File: config.mk
export PLATFORM = sky130hd
export DESIGN_NAME = mac8_exec_sequencer
export DESIGN_NICKNAME = d
export VERILOG_FILES = /design/src/rtl/mac8_exec_sequencer.sv
export SDC_FILE = /design/constraint.sdc
export NUM_CORES = 1
export LEC_CHECK = 0
export CAP_MARGIN = 25
export CORE_UTILIZATION = 36
export DETAILED_ROUTE_END_ITERATION = 10
export GPL_ROUTABILITY_DRIVEN = 0
export GPL_TIMING_DRIVEN = 0
export PLACE_DENSITY_LB_ADDON = 0.3
export SLEW_MARGIN = 20
export SYNTH_ARGS = -nofsm -noshare
export SYNTH_HDL_FRONTEND = slang
export SYNTH_SLANG_ARGS = --single-unit
File: constraint.sdc
create_clock -name clk -period 1.44 [get_ports clk]
set_input_delay 0.36 -clock clk [delete_from_list [all_inputs] [get_ports clk]]
set_output_delay 0.36 -clock clk [all_outputs]
set_load 0.005 [all_outputs]
File: src/rtl/mac8_exec_sequencer.sv
// Execution-phase sequencer for the MAC8 array: drives FIFO read strobes and
// the MAC En_in/Clr_in controls so each accumulator sees exactly DEPTH products.
module mac8_exec_sequencer #(
    parameter int DEPTH   = 8,
    parameter int MAC_LAT = 1,
    localparam int CW     = $clog2(DEPTH + 1)
) (
    input  logic          clk,
    input  logic          rst_n,
    input  logic          start,
    input  logic [7:0]    a_empty,
    input  logic          b_empty,
    output logic [7:0]    a_rden,
    output logic          b_rden,
    output logic          En_in,
    output logic          Clr_in,
    output logic          busy,
    output logic          done,
    output logic [2:0]    dbg_state,
    output logic [CW-1:0] dbg_rd_cnt
);
    // Drain counter is at least one bit wide even when MAC_LAT is zero.
    localparam int LW = $clog2(MAC_LAT + 2);

    typedef enum logic [2:0] {
        IDLE  = 3'd0,
        CLEAR = 3'd1,
        RUN   = 3'd2,
        DRAIN = 3'd3,
        DONE  = 3'd4
    } state_t;

    state_t        state, state_nx;
    logic [CW-1:0] rd_cnt, rd_cnt_nx;
    logic [LW-1:0] lat_cnt, lat_cnt_nx;
    logic          rd_ok;
    logic          rd;

    assign rd_ok = (a_empty == 8'h00) && !b_empty && (rd_cnt < CW'(DEPTH));

    always_comb begin
        state_nx   = state;
        rd_cnt_nx  = rd_cnt;
        lat_cnt_nx = lat_cnt;
        rd         = 1'b0;
        Clr_in     = 1'b0;
        busy       = 1'b0;
        done       = 1'b0;
        case (state)
            IDLE: begin
                rd_cnt_nx  = '0;
                lat_cnt_nx = '0;
                if (start) state_nx = CLEAR;
            end
            CLEAR: begin
                Clr_in   = 1'b1;
                busy     = 1'b1;
                state_nx = RUN;
            end
            RUN: begin
                busy = 1'b1;
                rd   = rd_ok;
                if (rd_ok) begin
                    rd_cnt_nx = rd_cnt + CW'(1);
                    if (rd_cnt == CW'(DEPTH - 1)) state_nx = DRAIN;
                end
            end
            DRAIN: begin
                // One cycle for the final En_in, then MAC_LAT more for the result.
                busy = 1'b1;
                if (lat_cnt == LW'(MAC_LAT)) state_nx = DONE;
                else                         lat_cnt_nx = lat_cnt + LW'(1);
            end
            DONE: begin
                done = 1'b1;
                if (!start) state_nx = IDLE;
            end
            default: state_nx = IDLE;
        endcase
    end

    always_ff @(posedge clk or negedge rst_n) begin
        if (!rst_n) begin
            state   <= IDLE;
            rd_cnt  <= '0;
            lat_cnt <= '0;
            En_in   <= 1'b0;
        end else begin
            state   <= state_nx;
            rd_cnt  <= rd_cnt_nx;
            lat_cnt <= lat_cnt_nx;
            // FIFO data lands on the read edge, so the MAC samples it one cycle later.
            En_in   <= rd;
        end
    end

    assign a_rden     = {8{rd}};
    assign b_rden     = rd;
    assign dbg_state  = state;
    assign dbg_rd_cnt = rd_cnt;

endmodule

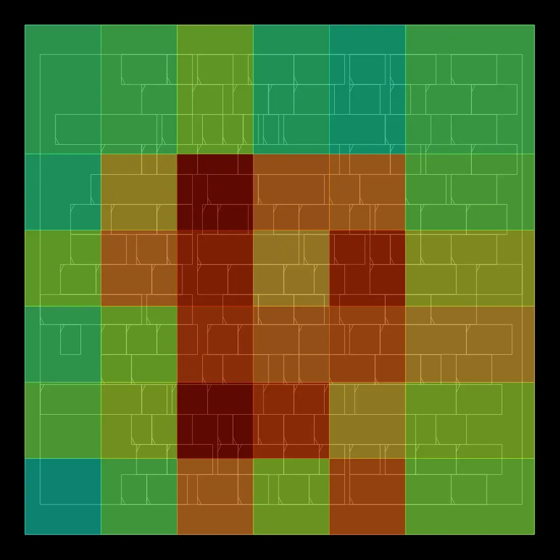
**Above:** run 1 (track usage over the die).
grt met3 use: 0.102
GR peak layer: met2
met1 Use GR: 0.218

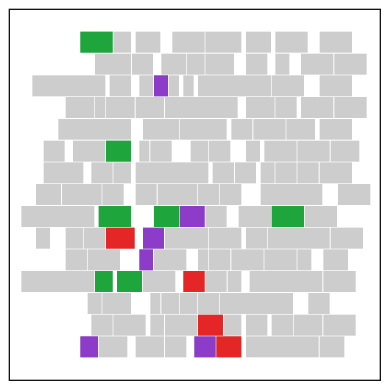
**Above:** run 1 (gate families picked out).
Drawn at 8 px/um.
legend:
  green:
    family: and/or cells
    cells: 7
  purple:
    family: aoi and oai cells
    cells: 6
  red:
    family: non-inverting ao/oa cells
    cells: 4
    where: bottom middle

==> impl_metrics.env, run 1 <==
# physical design summary
export IMPL_vias_per_cell=5.31
export IMPL_irDropWorstVdd_mv=0.967
export IMPL_final_cell_mix="buf_6, buf_4, dfrtp_1"
export IMPL_fin_crit_sh=1.37
export IMPL_final_setup_viol_count=16
export IMPL_yosysTopAreaCellShare=0.356
export IMPL_cts_resized=100
export IMPL_routed_wl_um=2740
export IMPL_period_minus_slack_ns=1.97
export IMPL_endpoint="a_rden[2]"
export IMPL_relSlewSlack=0.669
export IMPL_track_usage=0.248
export IMPL_dr_max_layer_used="met4"
export IMPL_clkTransAtPathRegs_ns=0.07
export IMPL_tightest_slew_ns=0.496
export IMPL_avgRoutedWirePerCell_um=17.1
export IMPL_failed_checks="setup timing"
export IMPL_root_buffer="clkbuf_4"
export IMPL_synth_main_ff_cell="dfrtp_1"
export IMPL_antenna_found_initial=0
export IMPL_end_kind="output pin"
export IMPL_power_w=0.00163
export IMPL_grt_pass1_vias=827
export IMPL_drt_pass1_iterations=4
export IMPL_cts_setup_buffers=26
export IMPL_use_met2=0.476
export IMPL_path_max_fanout=3
export IMPL_yosys_area_top_type="dfrtp_1"
export IMPL_initCoreUtil=0.394
export IMPL_die_w_um=46.2
export IMPL_layout_top_cell="buf_6"
export IMPL_die_y_um=46.2
export IMPL_pwr_share_comb=0.613
export IMPL_cts_tree="built"
export IMPL_edf_count=0
export IMPL_syn_inst=67
export IMPL_run_status="finished, violations left"
export IMPL_area_growth_pct=99.1
export IMPL_rsz0062_at_grt="yes"
export IMPL_m1WireLength_um=951
export IMPL_hold_class="in2async"
export IMPL_antenna_left=0
export IMPL_dpl_cell_area_sq_mm=0.00104
export IMPL_setup_ws_ns=-0.535
export IMPL_grt_pass1_wl_um=3620
export IMPL_met3_length_um=211
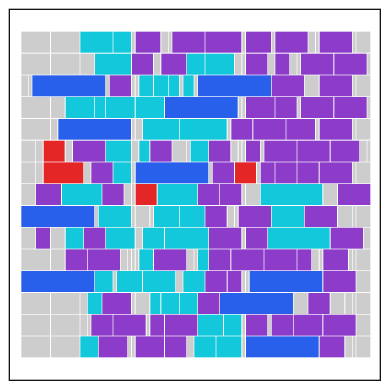
**Above:** run 1 (placed cells, one colour a class).
Drawn at 8 px/um. Fill, decap, tap and diode cells in grey.
legend:
  cyan:
    class: combinational and other logic
    cells: 46
    share_of_their_area: 29%
  purple:
    class: remaining buffers and delay cells
    cells: 75
    share_of_their_area: 50%
  blue:
    class: sequential cells
    cells: 10
    share_of_their_area: 18%
  red:
    class: clock drivers and dummy loads
    cells: 4
    share_of_their_area: 2.7%
area of the core: 0.00178 sq mm
cell area after layout: 0.00140 sq mm
FP Rows: 15
fin util: 0.785
Seq area share: 0.179

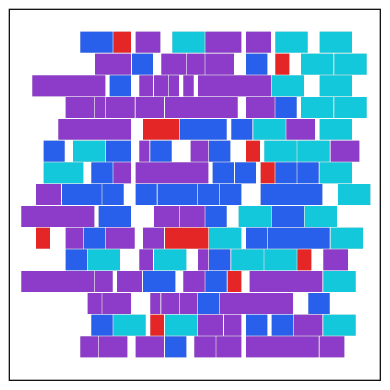
**Above:** run 1 (drive-strength map).
Drawn at 8 px/um.
legend:
  purple:
    size: _0 and _1 cells
    cells: 57
    share: 42%
    most_used: dfrtp_1
  cyan:
    size: _6 and larger
    cells: 29
    share: 21%
    most_used: buf_6
  blue:
    size: _3 and _4 cells
    cells: 39
    share: 29%
    most_used: buf_4
  red:
    size: _2 cells
    cells: 10
    share: 7.4%
    most_used: clkbuf_2

==> run 1: cells by family (layout without fill, tap and decap cells) <==
| group | Yosys count | in the layout | synth area share |
|---|---|---|---|
| DFF | 10 | 10 | 0.356 |
| AOI/OAI and AO/OA | 10 | 10 | 0.107 |
| and+or+nand+nor | 28 | 29 | 0.317 |
| adders and majority gates | 2 | 2 | 0.0356 |
| muxes | 3 | 3 | 0.0427 |
| buffers and inverters | 14 | 81 | 0.142 |
==> run 1: sequential cells by signal, indices dropped and copies added (netlist names) <==
name / count
En_in: 1
lat_cnt: 2
dbg_state: 3
dbg_rd_cnt: 4
==> run 1: cell usage after synthesis, types with 2 or more instances <==
master / n
nand4_1: 2
buf_2: 2
mux2i_1: 3
nand2_1: 4
dfrtp_1: 10
nand2b_1: 4
inv_1: 2
ha_1: 2
and3b_1: 2
nor4_4: 2
a22o_1: 2
o31ai_1: 2
buf_6: 2
nor2b_1: 3
buf_4: 8
nor2_1: 2
==> run 1: cell type report <==
| class | count | area [sq um] |
|---|---|---|
| fill | 105 | 383 |
| multi-input combinational | 44 | 394 |
| clock buffer | 4 | 36.3 |
| timing repair buffer | 65 | 579 |
| buffer | 10 | 101 |
| inverter | 2 | 7.51 |
| tap | 25 | 31.3 |
| sequential | 10 | 250 |
==> run 1: worst max-delay path, stage by stage (launching register included) <==
cell,delay [ns]
dfrtp_1,0.40
buf_6,0.13
nor3_4,0.15
and4_4,0.28
buf_6,0.11
buf_6,0.11
buf_6,0.09
buf_6,0.08
==> run 1: power groups by stage <==
stage               registers (W)  logic [W]  clock network (W)
floorplan                0.000371   0.000397                  0
global placement         0.000375   0.000601                  0
detailed placement       0.000379   0.000616                  0
CTS                      0.000369   0.000889           0.000260
global route             0.000377    0.00105           0.000280
finish                   0.000375   0.000997           0.000254
**Run 1: the metal 3 layer**

Drawn at 10 px/um.
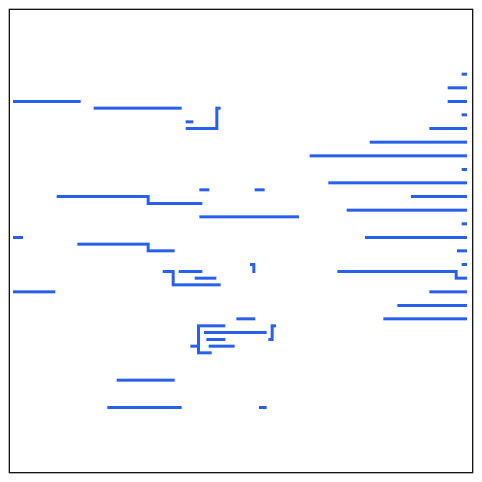

==> inputs of run 2 (changes only) <==
==> constraint.sdc (replaced) <==
create_clock -name clk -period 1.44 [get_ports clk]
set_input_delay 0.36 -clock clk [delete_from_list [all_inputs] [get_ports clk]]
set_output_delay 0.36 -clock clk [all_outputs]
set_load 0.1 [all_outputs]
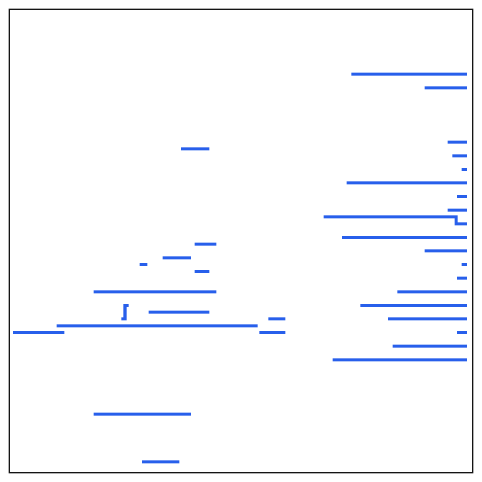
**Above:** run 2 (the metal 3 layer).
Drawn at 10 px/um.
share of all routed wire: 6.9%
wire length on this layer: 178 um

==> run 2 against run 1 <==
  * The run still ends with setup timing left
  * Synthesized cell count unchanged
  * Count of clock-buffer cells in the layout did not move
  * Via count down 12%
  * Core utilization grew 7.2 points
  * Maximum frequency decreased by 6.3%
  * Worst hold slack worse by 0.016 ns
  * Combinational power up 44%
  * Highest routed layer unchanged
==> impl_metrics.env, run 2 <==
# physical design summary
export IMPL_cts_setup_buffers=10
export IMPL_failed_checks="setup timing"
export IMPL_run_status="finished, violations left"
export IMPL_final_setup_viol_count=23
export IMPL_hold_class="in2async"
export IMPL_area_growth_pct=117
export IMPL_rsz0062_at_grt="yes"
export IMPL_cp_cell_sequence="buf_8, nor3_4, and4_4, buf_12, buf_12, buf_16"
export IMPL_setup_ws_ns=-0.668
export IMPL_power_w=0.00210
export IMPL_grt_pass1_wl_um=3310
export IMPL_largest_reg_flops=4
export IMPL_fin_util=0.858
export IMPL_drt_pass1_iterations=4
export IMPL_end_kind="output pin"
export IMPL_avgRoutedWirePerCell_um=18.2
export IMPL_period_minus_slack_ns=2.11
export IMPL_path_delay_family="buffers and inverters"
export IMPL_antenna_left=0
export IMPL_met3_length_um=178
export IMPL_fin_area_sq_mm=0.00153
export IMPL_die_y_um=46.2
export IMPL_fin_crit_sh=1.46
export IMPL_cts_tree="built"
export IMPL_dr_max_layer_used="met4"
run 2: cell counts after synthesis:
No cell type changed its count.
run 2: cells by family (layout without fill, tap and decap cells):
| family | after synthesis | count (layout) | synth area share |
|---|---|---|---|
| adder cells (fa/ha/maj) | 2 | 2 | 0.0356 |
| buffers and inverters | 14 | 65 | 0.142 |
| flip-flops | 10 | 10 | 0.356 |
| AND-OR/OR-AND | 10 | 10 | 0.107 |
| multiplexers | 3 | 3 | 0.0427 |
| AND/OR/NAND/NOR | 28 | 28 | 0.317 |
run 2: cell type report:
cell class	instances	area, sq um
Multi-Input combinational cell	43	419
Buffer	10	181
Fill cell	86	254
Tap cell	25	31.3
Clock buffer	4	36.3
Timing Repair Buffer	49	587
Inverter	2	7.51
Sequential cell	10	267
run 2: per-layer routing:
layer,vias to the layer above,GRT usage
met5,-,0
met4,0,0.106
met3,7,0.0392
met2,39,0.425
met1,367,0.244
li1,337,-
run 2: worst max path at each step:
stage	startpoint	to	slack [ns]	cells after the start
2_1_floorplan	dbg_state[0]$_DFFE_PN0P_	a_rden[0]	-0.72	4
3_3_place_gp	a_empty[0]	a_rden[4]	-1.82	5
3_5_place_dp	a_empty[0]	a_rden[4]	-1.84	5
4_1_cts	dbg_state[0]$_DFFE_PN0P_	a_rden[5]	-0.72	7
5_1_grt	dbg_state[0]$_DFFE_PN0P_	a_rden[6]	-0.70	6
6_report	dbg_state[0]$_DFFE_PN0P_	a_rden[6]	-0.67	6
run 2: power by group:
part | internal (W) | switching [W] | leakage, nW | total, W
sequential | 0.000348 | 0.0000577 | 0.123 | 0.000406
combinational | 0.000602 | 0.000836 | 0.553 | 0.00144
clock | 0.000154 | 0.000103 | 0.0210 | 0.000257
total | 0.00110 | 0.000997 | 0.697 | 0.00210
Power and IR drop assume default switching activity.
